==> config.mk <==
export PLATFORM = sky130hd
export DESIGN_NAME = mem_arbiter
export DESIGN_NICKNAME = d
export VERILOG_FILES = /design/src/rtl/mem_arb_pkg.sv /design/src/rtl/mem_arb_rr.sv /design/src/rtl/mem_arbiter.sv
export SDC_FILE = /design/constraint.sdc
export NUM_CORES = 1
export LEC_CHECK = 0
export CAP_MARGIN = 30
export CORE_MARGIN = 1.5
export CORE_UTILIZATION = 24
export DETAILED_ROUTE_END_ITERATION = 7
export SLEW_MARGIN = 20
export SYNTH_ARGS = -nofsm -noshare
export SYNTH_HDL_FRONTEND = slang
export SYNTH_SLANG_ARGS = --single-unit
==> constraint.sdc <==
create_clock -name clk -period 2.23 [get_ports clk]
set_input_delay 0.446 -clock clk [delete_from_list [all_inputs] [get_ports clk]]
set_output_delay 0.446 -clock clk [all_outputs]
set_load 0.02 [all_outputs]
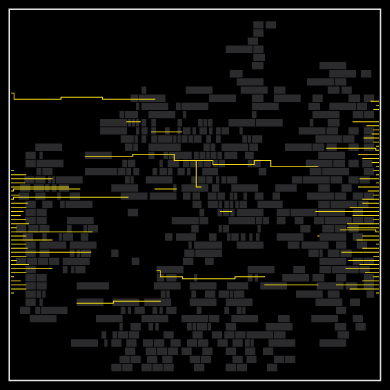
**Above:** signal wires on met3.
(3 px per um)
The layer carries 783 um of wire. The wires run mostly horizontal. The layer holds 8.8% of the routed length. 81 nets have wire on it. The longest straight run is 38.2 um.
DR vias: 2796
global routing usage on met3: 6.13%
Total Wirelength: 8850 um

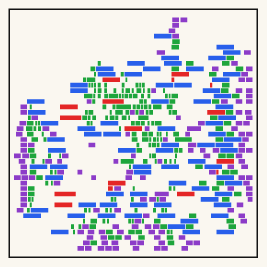
**Above:** cells coloured by class.
(2 px per um)
Key: green = combinational and other logic [cells 216, share of their area 29%]; blue = flops [cells 76, share of their area 37%]; purple = other buffers and delay cells [cells 145, share of their area 28%]; red = clock drivers and dummy loads [cells 16, share of their area 6.5%]
Rows: 43
final core occ: 38.7%
Core ar.: 0.0140 mm2
Post-Layout Inst Area: 0.00541 mm2

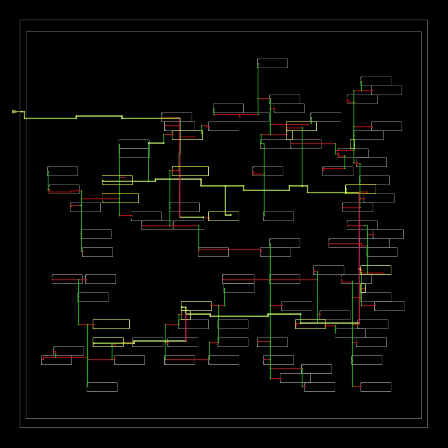
**Above:** clock nets.
Clock buffer cells: 11
clk sinks: 76

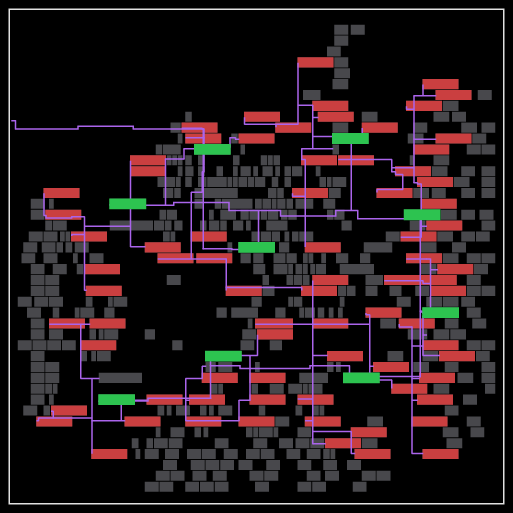
**Above:** clock wires, drivers and flops.
(4 px per um)
Key: green = clock drivers [count 9]; purple = clock wires [length 1100 um]; red = flip-flops [count 76]
There are 10 routed clock nets.
clock share of power: 24.0%
setup skew after layout: 6.09 ps

==> impl_metrics.py <==
# Generated from Yosys and OpenROAD reports
metrics = {
    "global_routing": {
        "overflow": 0,
        "grt_usage_pct": 12.6,
        "gr-usage-met1_pct": 14.2,
        "gr-usage-met2_pct": 21.2,
    },
    "setup_path": {
        "timing.critical_path.cells": "inv_1 -> ha_1 -> or4b_4 -> nor4_4 -> buf_4 -> nor3b_2 -> a22o_1 -> a31o_1",
        "crit_arrival_ps": 2360,
        "critical_path_class": "flop to flop",
        "cp_slowest_cell": "or4b_4",
        "path_delay_family": "simple AND/OR/NAND/NOR gates",
    },
    "pwr": {
        "power.switching_mw": 2.29,
        "swShare_pct": 33.5,
        "ir_worst_vdd_uv": 472,
        "totalPowerFinal_mw": 6.83,
        "powerClk_mw": 1.64,
        "power-top-group": "combinational cells",
        "p_per_area_mw_per_mm2": 1260,
    },
    "floorplan": {
        "initial_core_util_pct": 24.8,
    },
    "final_timing": {
        "clock.fmax_mhz": 470,
        "finalCritPeriodShare_pct": 95.3,
        "setup_ws_ps": 104,
        "timing.hold.ws_ps": 472,
        "hold_violations": 0,
        "period_needed_ps": 2130,
        "worst_pin_slew_ps": 575,
        "relSlewSlack_pct": 61.3,
    },
    "drt": {
        "drc": 0,
        "dr.pass1.iters": 4,
        "routedWlPerCell_um": 14.0,
    },
    "final_layout": {
        "signal_buffers": 145,
        "comb_area_share_pct": 27.3,
        "final_layout_top_logic_cells": "121 x clkdlybuf4s50_1, 75 x dfrtp_1, 38 x o21ai_0",
        "fin_nets": 517,
        "syn_to_final_growth_pct": 55.8,
        "buffer_area_share_pct": 26.5,
        "largest_class": "flip-flops and latches",
        "seq_area_mm2": 0.00190,
        "inverters": 10,
        "flops": 76,
        "clk_share_pct": 6.20,
    },
    "placement": {
        "place_congestion": 0.811,
        "dpl_cell_area_mm2": 0.00506,
    },
    "clocking": {
        "htree_levels": 3,
        "cts_max_path_buffers": 2,
    },
    "synthesis": {
        "area_leaders": "dfrtp_1 54%, mux2_2 10%, mux2i_1 6.9%",
        "synth_seq_share_pct": 54.8,
        "synth.avg_cell_area_um2": 11.3,
        "ys_cells": 307,
        "synth_warnings": 0,
        "xor_share_pct": 0,
        "synth_flops": 76,
    },
    "run": {
        "drv_cap": 0,
    },
    "outcome": {
        "status": "finished clean",
    },
}
==> metal layers <==
metal  up-vias  share of wire, %
met5         -                 0
met4         0              0.87
met3         7               8.8
met2        94                47
met1      1326                43
li1       1369                 -
==> worst register-to-register path, delay by kind of cell, from the launching register on <==
kind	cells	cell delay, ps
compound gates	2	360
fa+ha+maj	1	140
buf+inv	2	290
flops	1	380
simple gates	3	860
==> cells by family (layout without fill, tap and decap cells) <==
family	after synthesis	count (layout)
AND-OR/OR-AND	63	63
adder cells (fa/ha/maj)	2	2
buffers and inverters	25	171
flip-flops	76	76
multiplexers	56	56
AND/OR/NAND/NOR	85	85
==> timing repair <==
item	4_1_cts	5_1_grt
endpoints found under the hold margin	20	0
pin swaps	0	0
endpoints found under the setup margin	3	9
buffers inserted	0	0
hold buffers	1	0
resized	3	3
Power is estimated from default activity; no workload was simulated.
